[src/rtl/i2c_mem_slave_if.sv]
// Bus bundle between the I2C master side and the memory-mapped I2C target.
// Carries raw SCL/SDA levels, the open-drain pull-down enable and the write-commit strobe.
interface i2c_mem_slave_if;
   logic       scl_in;
   logic       sda_in;
   logic       sda_oe;
   logic       busy;
   logic       wr_strobe;
   logic [7:0] wr_addr;
   logic [7:0] wr_data;

   modport slave (
      input  scl_in,
      input  sda_in,
      output sda_oe,
      output busy,
      output wr_strobe,
      output wr_addr,
      output wr_data
   );

   modport master (
      output scl_in,
      output sda_in,
      input  sda_oe,
      input  busy,
      input  wr_strobe,
      input  wr_addr,
      input  wr_data
   );
endinterface

[src/rtl/i2c_mem_slave.sv]
// I2C target with an auto-incrementing register pointer into a 256x8 register file.
// SCL/SDA are oversampled by clk; SDA is driven open-drain through sda_oe.
module i2c_mem_slave #(
   parameter logic [6:0]  SLAVE_ADDR  = 7'h50,
   parameter int unsigned SYNC_STAGES = 2
) (
   input  logic           clk,
   input  logic           rst,
   i2c_mem_slave_if.slave bus
);
   typedef enum logic [3:0] {
      IDLE,
      ADDR,
      ADDR_ACK,
      REG,
      REG_ACK,
      WDATA,
      WDATA_ACK,
      RDATA,
      RDATA_ACK,
      WAIT_STOP
   } state_t;

   logic [SYNC_STAGES-1:0] scl_sync_q;
   logic [SYNC_STAGES-1:0] sda_sync_q;
   logic                   scl_prev_q;
   logic                   sda_prev_q;

   state_t     state_q, state_d;
   logic [3:0] cnt_q, cnt_d;
   logic [7:0] shift_q, shift_d;
   logic [7:0] ptr_q, ptr_d;
   logic       rw_q, rw_d;
   logic       oe_q, oe_d;
   logic       strobe_q, strobe_d;
   logic [7:0] waddr_q, waddr_d;
   logic [7:0] wdata_q, wdata_d;
   logic       mem_we;
   logic [7:0] rd_q;
   logic [7:0] mem_q [256];

   logic scl_s, sda_s;
   logic scl_rise, scl_fall;
   logic start_det, stop_det;

   assign scl_s     = scl_sync_q[SYNC_STAGES-1];
   assign sda_s     = sda_sync_q[SYNC_STAGES-1];
   assign scl_rise  = scl_s & ~scl_prev_q;
   assign scl_fall  = ~scl_s & scl_prev_q;
   assign start_det = scl_s & sda_prev_q & ~sda_s;
   assign stop_det  = scl_s & ~sda_prev_q & sda_s;

   always_ff @(posedge clk) begin
      if (rst) begin
         scl_sync_q <= '1;
         sda_sync_q <= '1;
         scl_prev_q <= 1'b1;
         sda_prev_q <= 1'b1;
      end else begin
         scl_sync_q <= {scl_sync_q[SYNC_STAGES-2:0], bus.scl_in};
         sda_sync_q <= {sda_sync_q[SYNC_STAGES-2:0], bus.sda_in};
         scl_prev_q <= scl_s;
         sda_prev_q <= sda_s;
      end
   end

   always_comb begin
      state_d  = state_q;
      cnt_d    = cnt_q;
      shift_d  = shift_q;
      ptr_d    = ptr_q;
      rw_d     = rw_q;
      oe_d     = oe_q;
      strobe_d = 1'b0;
      waddr_d  = waddr_q;
      wdata_d  = wdata_q;
      mem_we   = 1'b0;
      // Bus conditions outrank any SCL edge seen in the same clk
      if (start_det) begin
         state_d = ADDR;
         cnt_d   = 4'd0;
         oe_d    = 1'b0;
      end else if (stop_det) begin
         state_d = IDLE;
         cnt_d   = 4'd0;
         oe_d    = 1'b0;
      end else begin
         unique case (state_q)
            IDLE: ;
            ADDR: begin
               if (scl_rise) begin
                  shift_d = {shift_q[6:0], sda_s};
                  cnt_d   = cnt_q + 4'd1;
               end else if (scl_fall && cnt_q == 4'd8) begin
                  cnt_d = 4'd0;
                  if (shift_q[7:1] == SLAVE_ADDR) begin
                     rw_d    = shift_q[0];
                     oe_d    = 1'b1;
                     state_d = ADDR_ACK;
                  end else begin
                     state_d = WAIT_STOP;
                  end
               end
            end
            ADDR_ACK: begin
               if (scl_fall) begin
                  cnt_d = 4'd0;
                  if (rw_q) begin
                     shift_d = rd_q;
                     oe_d    = ~rd_q[7];
                     state_d = RDATA;
                  end else begin
                     oe_d    = 1'b0;
                     state_d = REG;
                  end
               end
            end
            REG: begin
               if (scl_rise) begin
                  shift_d = {shift_q[6:0], sda_s};
                  cnt_d   = cnt_q + 4'd1;
               end else if (scl_fall && cnt_q == 4'd8) begin
                  ptr_d   = shift_q;
                  oe_d    = 1'b1;
                  cnt_d   = 4'd0;
                  state_d = REG_ACK;
               end
            end
            REG_ACK, WDATA_ACK: begin
               if (scl_fall) begin
                  oe_d    = 1'b0;
                  cnt_d   = 4'd0;
                  state_d = WDATA;
               end
            end
            WDATA: begin
               if (scl_rise) begin
                  shift_d = {shift_q[6:0], sda_s};
                  cnt_d   = cnt_q + 4'd1;
               end else if (scl_fall && cnt_q == 4'd8) begin
                  mem_we   = 1'b1;
                  strobe_d = 1'b1;
                  waddr_d  = ptr_q;
                  wdata_d  = shift_q;
                  ptr_d    = ptr_q + 8'd1;
                  oe_d     = 1'b1;
                  cnt_d    = 4'd0;
                  state_d  = WDATA_ACK;
               end
            end
            RDATA: begin
               if (scl_rise) begin
                  cnt_d = cnt_q + 4'd1;
               end else if (scl_fall) begin
                  if (cnt_q == 4'd8) begin
                     oe_d    = 1'b0;
                     cnt_d   = 4'd0;
                     state_d = RDATA_ACK;
                  end else begin
                     shift_d = {shift_q[6:0], 1'b0};
                     oe_d    = ~shift_q[6];
                  end
               end
            end
            RDATA_ACK: begin
               // cnt marks that the master ACKed; rd_q refetches before the fall
               if (scl_rise) begin
                  ptr_d = ptr_q + 8'd1;
                  if (sda_s) state_d = WAIT_STOP;
                  else       cnt_d   = 4'd1;
               end else if (scl_fall && cnt_q == 4'd1) begin
                  shift_d = rd_q;
                  oe_d    = ~rd_q[7];
                  cnt_d   = 4'd0;
                  state_d = RDATA;
               end
            end
            WAIT_STOP: oe_d = 1'b0;
            default:   state_d = IDLE;
         endcase
      end
   end

   always_ff @(posedge clk) begin
      if (rst) begin
         state_q  <= IDLE;
         cnt_q    <= 4'd0;
         shift_q  <= 8'd0;
         ptr_q    <= 8'd0;
         rw_q     <= 1'b0;
         oe_q     <= 1'b0;
         strobe_q <= 1'b0;
         waddr_q  <= 8'd0;
         wdata_q  <= 8'd0;
      end else begin
         state_q  <= state_d;
         cnt_q    <= cnt_d;
         shift_q  <= shift_d;
         ptr_q    <= ptr_d;
         rw_q     <= rw_d;
         oe_q     <= oe_d;
         strobe_q <= strobe_d;
         waddr_q  <= waddr_d;
         wdata_q  <= wdata_d;
      end
   end

   always_ff @(posedge clk) begin
      if (mem_we && !rst) mem_q[ptr_q] <= shift_q;
      rd_q <= mem_q[ptr_q];
   end

   assign bus.sda_oe    = oe_q;
   assign bus.busy      = (state_q != IDLE);
   assign bus.wr_strobe = strobe_q;
   assign bus.wr_addr   = waddr_q;
   assign bus.wr_data   = wdata_q;
endmodule

[src/flat_wrapper.sv]
// flat-port wrapper written by rule: the top's interface ports become plain ports
module i2c_mem_slave_flat 
#(
   parameter logic [6:0]  SLAVE_ADDR  = 7'h50,
   parameter int unsigned SYNC_STAGES = 2
)
  (clk, rst, bus_scl_in, bus_sda_in, bus_sda_oe, bus_busy, bus_wr_strobe, bus_wr_addr, bus_wr_data);
  i2c_mem_slave_if bus_i ();
  input  logic clk;
  input  logic rst;
  input wire logic [$bits(bus_i.scl_in)-1:0] bus_scl_in;
  input wire logic [$bits(bus_i.sda_in)-1:0] bus_sda_in;
  output wire logic [$bits(bus_i.sda_oe)-1:0] bus_sda_oe;
  output wire logic [$bits(bus_i.busy)-1:0] bus_busy;
  output wire logic [$bits(bus_i.wr_strobe)-1:0] bus_wr_strobe;
  output wire logic [$bits(bus_i.wr_addr)-1:0] bus_wr_addr;
  output wire logic [$bits(bus_i.wr_data)-1:0] bus_wr_data;
  assign bus_i.scl_in = bus_scl_in;
  assign bus_i.sda_in = bus_sda_in;
  assign bus_sda_oe = bus_i.sda_oe;
  assign bus_busy = bus_i.busy;
  assign bus_wr_strobe = bus_i.wr_strobe;
  assign bus_wr_addr = bus_i.wr_addr;
  assign bus_wr_data = bus_i.wr_data;
  i2c_mem_slave #(.SLAVE_ADDR(SLAVE_ADDR), .SYNC_STAGES(SYNC_STAGES)) u_core (.clk(clk), .rst(rst), .bus(bus_i));
endmodule
[config.mk]
export PLATFORM = sky130hd
export DESIGN_NAME = i2c_mem_slave_flat
export DESIGN_NICKNAME = d
export VERILOG_FILES = /design/src/rtl/i2c_mem_slave_if.sv /design/src/rtl/i2c_mem_slave.sv /design/src/flat_wrapper.sv
export SDC_FILE = /design/constraint.sdc
export NUM_CORES = 2
export LEC_CHECK = 0
export CORE_MARGIN = 2
export CORE_UTILIZATION = 60
export DETAILED_ROUTE_END_ITERATION = 10
export GPL_ROUTABILITY_DRIVEN = 0
export MAX_ROUTING_LAYER = met4
export PLACE_DENSITY = 0.74
export SLEW_MARGIN = 30
export SYNTH_ARGS = -nofsm -noshare
export SYNTH_HDL_FRONTEND = slang
export SYNTH_SLANG_ARGS = --single-unit
[constraint.sdc]
create_clock -name clk -period 5.99 [get_ports clk]
set_input_delay 1.198 -clock clk [delete_from_list [all_inputs] [get_ports clk]]
set_output_delay 1.198 -clock clk [all_outputs]
set_load 0.02 [all_outputs]
==> Changelog: implementation <==
### Physical design

* Leading cell types in the layout, fill and taps excluded: edfxtp_1, mux4_2, nor2_1
* Final ANT Viol Nets at 0
* Flip-flop count of the largest register, all copies and words added at 2048
* Sequential cell area in the final layout at 62700 um2
* Sum of routed wire segments on met1 at 73100 um
* Normalized max-slew margin at 26.8%
* Crit path setup slack, layout at 1.89 ns
* EDFF count, synth at 2048
* Maxcap violations at 0
* Clock sink count at 2105
* Slew at the pin closest to its max-slew limit at 1.09 ns
* Maximum resistive drop on vdd at 0.304 mV
* Post-layout period usage at 68.4%
* Largest stage delay, worst path at 1.02 ns
* Worst R2R Start: u_core.ptr_q[1]
* Router iterations before antenna repair at 6
* Synth Warn # at 0
* Depth of the CTS H-tree at 4
* Number of buffers inserted by post-CTS setup repair at 0
* Slack of the worst reg-to-reg path at 1.89 ns
* Synthesis-to-finish area growth at 11.3%
* Worst hold endpoint: u_core.scl_sync_q[1]
* Average cell area after synthesis at 20.9 um2
* Clock-cell share at 7.11%
* Reg2Reg Depth at 7
* Final-report max-slew violation count at 0
* TritonCTS clock tree: built
* Cell family with the largest share of critical-path delay: AND-OR/OR-AND gates
* Leakage component of the power at 27.4 nW
* Power Density at 356 nW/um2
* P_comb at 1.92 mW
* Async set-reset flop share out of synthesis at 0%
* Run status: finished clean
* Share of cell area taken by multi-input logic gates at 19.4%
* Met2 wire length at 93400 um
### Clock network drawn from the DEF

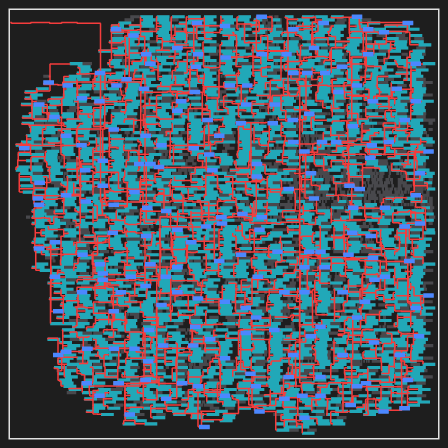
legend:
  clock wires:
    colour: red
    length: 21.9 mm
  cells driving clock nets:
    colour: blue
    count: 201
  flip-flops:
    colour: cyan
    count: 2105
flops lie: spread over the die
Max Clock Skew: 0.0241 ns
Clock Power: 12.4 mW
clk ins delay skew pair: 0.84 ns
clock share of power: 38.6%

### Where the registers sit

Scale bar: 100 um.
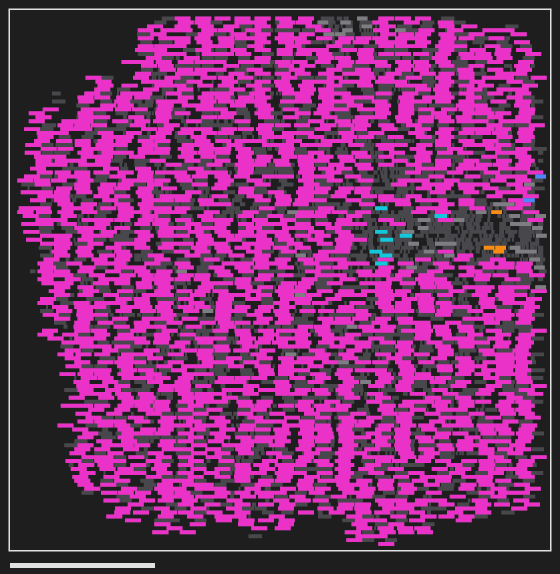
legend:
  `u_core.sda_sync_q`:
    colour: blue
    flops: 2
  `u_core.shift_q`:
    colour: cyan
    flops: 8
  `u_core.mem_q`:
    colour: magenta
    flops: 2048
    where: spread over the die
  `u_core.state_q`:
    colour: orange
    flops: 4
    where: east
not coloured: 43

### Placement view

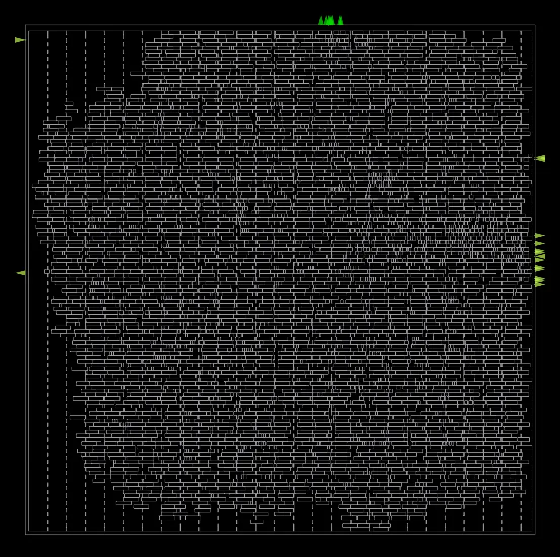
Core Util, Final: 67.5%
flop share of the area: 69.4%
tally of non-filler cells in the final layout: 5906
# rows: 134

Power figures rest on the tool's default switching activity, not on a simulated workload.
